Figure 1. Cell area per tile.
Drawn at 8 px/um. The die is cut into 9 by 9 equal tiles; white is low, dark blue is high, 0 to 100% covered.
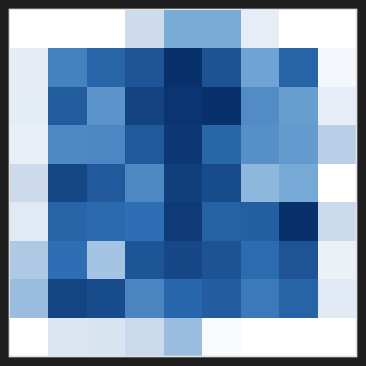
Figure 2. Clock wiring as the flow saved it.
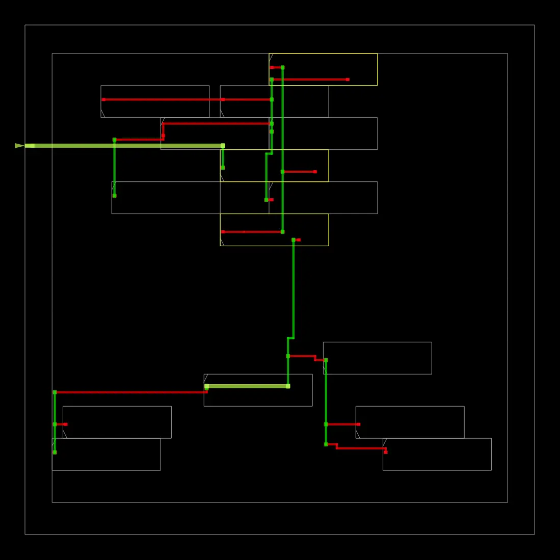
Figure 3. Sequential cells coloured by netlist name.
Drawn at 12 px/um. Other sequential cells in the stronger grey, the rest of the logic in the fainter grey.
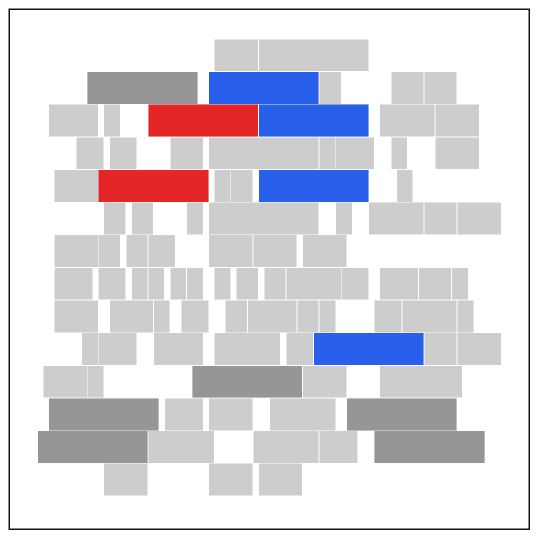
Figure 4. Power grid.
Drawn at 8 px/um. Pins as bars on the die edge. Tap cells in grey.
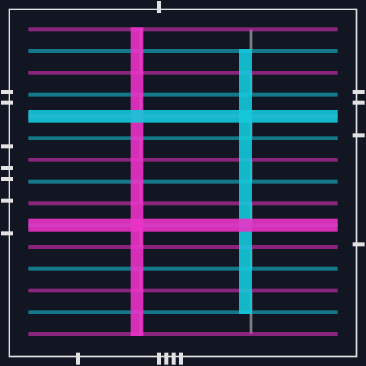
Figure 5. Routed metal, one colour a layer.
Drawn at 12 px/um.
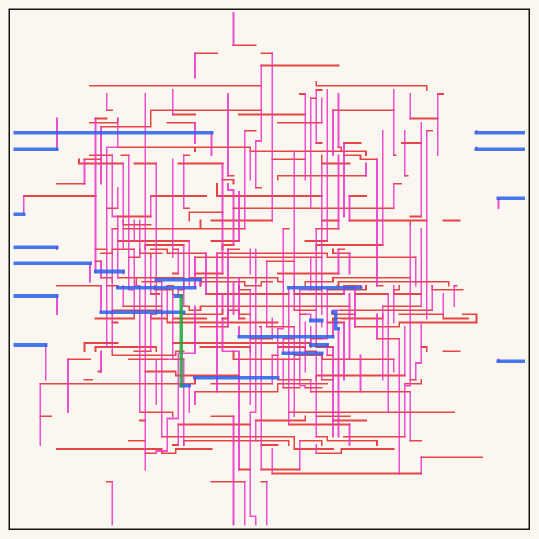
===== config.mk =====
export PLATFORM = sky130hd
export DESIGN_NAME = dncounter_flat
export DESIGN_NICKNAME = d
export VERILOG_FILES = /design/src/rtl/dncounter_if.sv /design/src/rtl/dncounter.sv /design/src/flat_wrapper.sv
export SDC_FILE = /design/constraint.sdc
export NUM_CORES = 1
export LEC_CHECK = 0
export CORE_MARGIN = 2
export CORE_UTILIZATION = 48
export CTS_BUF_LIST = sky130_fd_sc_hd__clkbuf_16
export CTS_CLUSTER_DIAMETER = 80
export DETAILED_ROUTE_END_ITERATION = 10
export GPL_ROUTABILITY_DRIVEN = 0
export GPL_TIMING_DRIVEN = 0
export MAX_ROUTING_LAYER = met4
export PLACE_DENSITY = 0.77
export SLEW_MARGIN = 25
export SYNTH_ARGS = -nofsm -noshare
export SYNTH_HDL_FRONTEND = slang
export SYNTH_SLANG_ARGS = --single-unit
export TNS_END_PERCENT = 5

===== constraint.sdc =====
create_clock -name clk -period 1.95 [get_ports clk]
set_clock_uncertainty 0.2 [all_clocks]
set_input_delay 0.2925 -clock clk [delete_from_list [all_inputs] [get_ports clk]]
set_output_delay 0.2925 -clock clk [all_outputs]
set_load 0.01 [all_outputs]

===== src/rtl/dncounter_if.sv =====
// Control and status bundle for the dncounter interval timer.
// The master issues start/tick/abort and the slave returns count and status.
interface dncounter_if #(
   parameter int WIDTH = 4
);
   logic             start;
   logic [WIDTH-1:0] load_val;
   logic             reload;
   logic             en;
   logic             abort;
   logic [WIDTH-1:0] cnt;
   logic             busy;
   logic             tc;
   logic             done;

   modport master (
      output start, load_val, reload, en, abort,
      input  cnt, busy, tc, done
   );

   modport slave (
      input  start, load_val, reload, en, abort,
      output cnt, busy, tc, done
   );
endinterface


===== src/rtl/dncounter.sv =====
// Loadable down-counter with terminal-count pulse and optional auto-reload.
// The decrement is a ripple chain of full adders adding all-ones to the count.
//
// state | meaning
// IDLE  | waiting for start, count held at 0
// RUN   | counting down on en ticks, busy high
// DONE  | terminal count reached (one-shot), count held at 0, done high

module fadder (
   input  logic a,
   input  logic b,
   input  logic cin,
   output logic sum,
   output logic cout
);
   assign sum  = a ^ b ^ cin;
   assign cout = (a & b) | (a & cin) | (b & cin);
endmodule

module dncounter #(
   parameter int WIDTH = 4
) (
   input  logic        clk,
   input  logic        rst_n,
   dncounter_if.slave  bus
);
   typedef enum logic [1:0] {IDLE = 2'd0, RUN = 2'd1, DONE = 2'd2} state_t;

   state_t           state, state_nxt;
   logic [WIDTH-1:0] cnt, cnt_nxt;
   logic [WIDTH-1:0] reload_val, reload_val_nxt;
   logic             reload_flag, reload_flag_nxt;
   logic             tc, tc_nxt;
   logic [WIDTH-1:0] cnt_dec;
   logic [WIDTH-1:0] carry;
   logic             carry_unused;

   // count + all-ones == count - 1 mod 2^WIDTH; the final carry-out is dropped
   assign carry[0] = 1'b0;
   for (genvar i = 0; i < WIDTH; i++) begin : g_dec
      if (i < WIDTH - 1) begin : g_mid
         fadder u_fa (.a(cnt[i]), .b(1'b1), .cin(carry[i]), .sum(cnt_dec[i]), .cout(carry[i+1]));
      end else begin : g_last
         fadder u_fa (.a(cnt[i]), .b(1'b1), .cin(carry[i]), .sum(cnt_dec[i]), .cout(carry_unused));
      end
   end

   always_ff @(posedge clk or negedge rst_n) begin
      if (!rst_n) begin
         state       <= IDLE;
         cnt         <= '0;
         reload_val  <= '0;
         reload_flag <= 1'b0;
         tc          <= 1'b0;
      end else begin
         state       <= state_nxt;
         cnt         <= cnt_nxt;
         reload_val  <= reload_val_nxt;
         reload_flag <= reload_flag_nxt;
         tc          <= tc_nxt;
      end
   end

   always_comb begin
      state_nxt       = state;
      cnt_nxt         = cnt;
      reload_val_nxt  = reload_val;
      reload_flag_nxt = reload_flag;
      tc_nxt          = 1'b0;
      if (bus.abort) begin
         state_nxt       = IDLE;
         cnt_nxt         = '0;
         reload_flag_nxt = 1'b0;
      end else begin
         case (state)
            IDLE, DONE: begin
               if (bus.start) begin
                  if (bus.load_val != '0) begin
                     cnt_nxt         = bus.load_val;
                     reload_val_nxt  = bus.load_val;
                     reload_flag_nxt = bus.reload;
                     state_nxt       = RUN;
                  end else begin
                     // a zero period terminates immediately and never reloads
                     cnt_nxt         = '0;
                     tc_nxt          = 1'b1;
                     reload_flag_nxt = 1'b0;
                     state_nxt       = DONE;
                  end
               end
            end
            RUN: begin
               if (bus.en) begin
                  if (cnt == WIDTH'(1)) begin
                     tc_nxt = 1'b1;
                     if (reload_flag) begin
                        cnt_nxt = reload_val;
                     end else begin
                        cnt_nxt   = '0;
                        state_nxt = DONE;
                     end
                  end else begin
                     cnt_nxt = cnt_dec;
                  end
               end
            end
            default: begin
               state_nxt = IDLE;
               cnt_nxt   = '0;
            end
         endcase
      end
   end

   always_comb begin
      bus.cnt  = cnt;
      bus.tc   = tc;
      bus.busy = (state == RUN);
      bus.done = (state == DONE);
   end
endmodule


===== src/flat_wrapper.sv =====
// flat-port wrapper written by rule: the top's interface ports become plain ports
module dncounter_flat 
#(
   parameter int WIDTH = 4
)
  (clk, rst_n, bus_start, bus_load_val, bus_reload, bus_en, bus_abort, bus_cnt, bus_busy, bus_tc, bus_done);
  dncounter_if #(.WIDTH(WIDTH)) bus_i ();
  input  logic clk;
  input  logic rst_n;
  input wire logic [$bits(bus_i.start)-1:0] bus_start;
  input wire logic [$bits(bus_i.load_val)-1:0] bus_load_val;
  input wire logic [$bits(bus_i.reload)-1:0] bus_reload;
  input wire logic [$bits(bus_i.en)-1:0] bus_en;
  input wire logic [$bits(bus_i.abort)-1:0] bus_abort;
  output wire logic [$bits(bus_i.cnt)-1:0] bus_cnt;
  output wire logic [$bits(bus_i.busy)-1:0] bus_busy;
  output wire logic [$bits(bus_i.tc)-1:0] bus_tc;
  output wire logic [$bits(bus_i.done)-1:0] bus_done;
  assign bus_i.start = bus_start;
  assign bus_i.load_val = bus_load_val;
  assign bus_i.reload = bus_reload;
  assign bus_i.en = bus_en;
  assign bus_i.abort = bus_abort;
  assign bus_cnt = bus_i.cnt;
  assign bus_busy = bus_i.busy;
  assign bus_tc = bus_i.tc;
  assign bus_done = bus_i.done;
  dncounter #(.WIDTH(WIDTH)) u_core (.clk(clk), .rst_n(rst_n), .bus(bus_i));
endmodule

==> metrics.csv <==
metric;value;unit
status;complete, no violations;
met1_length;724;um
synth.yosys.chip_area;738;um2
combPwrFrac;0.242;
ant_nets;0;
dominant-cell-class;logic gates;
tightest_slew;0.534;ns
clock-root-buffer;clkbuf_16;
worstPathCellList;clkdlybuf4s50_1 -> or4_4 -> nand3_2 -> nor2_4 -> mux2_4;
setup_slack;0.0577;ns
mux_share;0.0814;
critPathTopFamily;simple AND/OR/NAND/NOR gates;
num_vias;665;
holdWs;0.0657;ns
slew_headroom;0.643;
comb_share;0.387;
drive_gt1_frac;0.204;
cts.clk_slew.worst_paths;0.04;ns
drv_slew;0;
setup_tns;0;ns
power;0.898;mW
warnings;27;
inv_count;8;
path_max_fanout;4;
crit_arrival;1.81;ns
gr-total-overflow;0;
power_density;895;nW/um2
slowest_stage;or4_4;
port_buffers;15;
final-comb-area;388;um2
switching_share;0.254;
cts_htree_levels;1;
dieArea;1870;um2
cts_resized;4;
io_pins;17;
wirelength;1.64;mm
sequentialPowerShare;0.356;
wl_met2;811;um
area_growth_syn_to_layout;35.9;%
hold_path_class;in -> reg;
max_stage_delay;0.57;ns
max_cap_violations;0;
logic_gate_count;50;
dpl_cell_area;908;um2
ff2ff_path_depth;7;
hold_violations;0;
xor_share;0;
startpoint_type;primary input;
yosysTopAreaCell;dfrtp_1;
nonClockBufferCount;20;
ys_seq_frac;0.407;
synth-simple-area-share;0.192;
top_cell;dfrtp_1;
gr-usage-met1;0.267;
grt_pass1_wl;2.65;mm
num_rows;14;
p_leak;0.446;nW
fmax;528;MHz
synth_cells;74;
period_used_share;0.970;
ff_count;12;
cts_hold_repair.buffers;0;
common_cells;12 x dfrtp_1, 9 x nor2_1, 8 x inv_1, 5 x o21ai_0;
setup_viol;0;
final_cell_area;1000;um2
cp_num_cells;5;
cts_tree;done;
grt_busiest_layer;met2;
grt_pass1_vias;612;
drt-initial-drc-count;15;
clock_area_frac;0.0748;
avgSynthCellArea;9.98;um2
rsz0062_at_grt;no;
hpwl;1.16;mm
cp-startpoint;bus_load_val[0];
endpoint_kind;flop;
fin_cells;109;
switchingPower;0.229;mW
holdCritStartpoint;bus_abort;
yosysTopAreaCellShare;0.407;
hold_end;u_core.state[0]$_DFFE_PN0P_;
top_layer_used;met4;
dp_slack;-0.173;ns
criticalPathCategory;in -> reg;
fill_cells;120;
num-clock-buffers;3;
dp_cells;105;
pwr-share-clk;0.403;
fin_crit;1.89;ns
p_int;0.670;mW
clock-sinks;12;
fa_ha_area_frac;0.0508;
postCtsSetupRepairBufs;0;
synth-edff-count;0;
yosysUniqueCellTypes;26;
pg_comb;0.217;mW
synth-seq-cells;12;
critPathCapture;u_core.reload_val[0]$_DFFE_PN0P_;
yosysCellCount;74;
dr_wl_met3;96;um
synth_warnings;0;
r2r_start;u_core.bus.cnt[0]$_DFFE_PN0P_;
synth_nets;87;
buffer_area_frac;0.190;
cts_buffer_depth;2;
use_met3;0.0383;
dr.pass1.iters;4;
antenna_found_initial;0;
n_antenna_cell;0;
synthArstFlopShare;1.00;
synthTopCellsByArea;dfrtp_1 41%, mux2_4 8.1%, ha_1 5.1%, nor2_1 4.6%, o311a_1 4.1%;
grt_max_degree;13;
viasPerCell;6.10;
nNetsFinal;108;
drcViolationCount;0;
grt.met2_usage;0.307;
taps;16;
required;1.87;ns
synth_area;738;um2
path_buffers;1;
synthFlopType;dfrtp_1;
reg2reg_slack;0.14;ns
ys_top_logic_family;simple AND/OR/NAND/NOR gates;
power-top-group;clock;
compound_area_frac;0.173;
-- Figure 1 (at the start) --
fullest tile	100%
tiles over 75% full	41%
mean over tiles	53%
nearly empty tiles	12%
densest ninth of the die	centre
Core ar.: 1470 um2
fin util: 0.682
floorplan utilization: 0.502

-- Figure 2 (at the start) --
worst-skew pair later-pin latency: 0.23 ns
total CTS buffers: 3
Clk power: 0.362 mW

-- Figure 3 (at the start) --
signal	colour	sequential cells
u_core.bus.cnt	blue	4
u_core.state	red	2
not coloured	6
FF/Latch Area: 300 um2
Seq area share: 0.299
sequential power: 0.319 mW

-- Figure 4 (at the start) --
net	colour
VSS	magenta
VDD	cyan
signal pins	17
rows	14
met4 straps	2
die width: 43.2 um
Max IR drop VDD: 0.000479 V
Die Y: 43.2 um

-- Figure 5 (at the start) --
layer	colour	wire length
M3	blue	96.3 um
M4	green	7.50 um
M2	magenta	811 um
M1	red	724 um
GRT Total Usage: 0.196
wire per inst: 15.0 um

## cell usage in the layout, fill, tap and decap left out, drive strengths merged
cell	n
nand2	1
nor2b	1
o21ai	5
clkbuf	3
a211o	1
nor2	10
nor3b	2
ha	3
dlygate4sd2	1
nand2b	2
a21oi	2
inv	8
o311a	3
nand4	4
nor3	3
a311oi	1
nand3	1
or4	1
a31oi	2
clkdlybuf4s50	14
a32oi	1
mux2	4
a211oi	1
buf	5
a21o	1
dfrtp	12
a2bb2oi	1
## flip-flops by register name, indices dropped and copies added, names as in the netlist
| register | flops |
|---|---|
| u_core.bus.cnt | 4 |
| u_core.state | 2 |
| u_core.reload_val | 4 |
| u_core.reload_flag | 1 |
| u_core.bus.tc | 1 |
Power figures rest on the tool's default switching activity, not on a simulated workload.
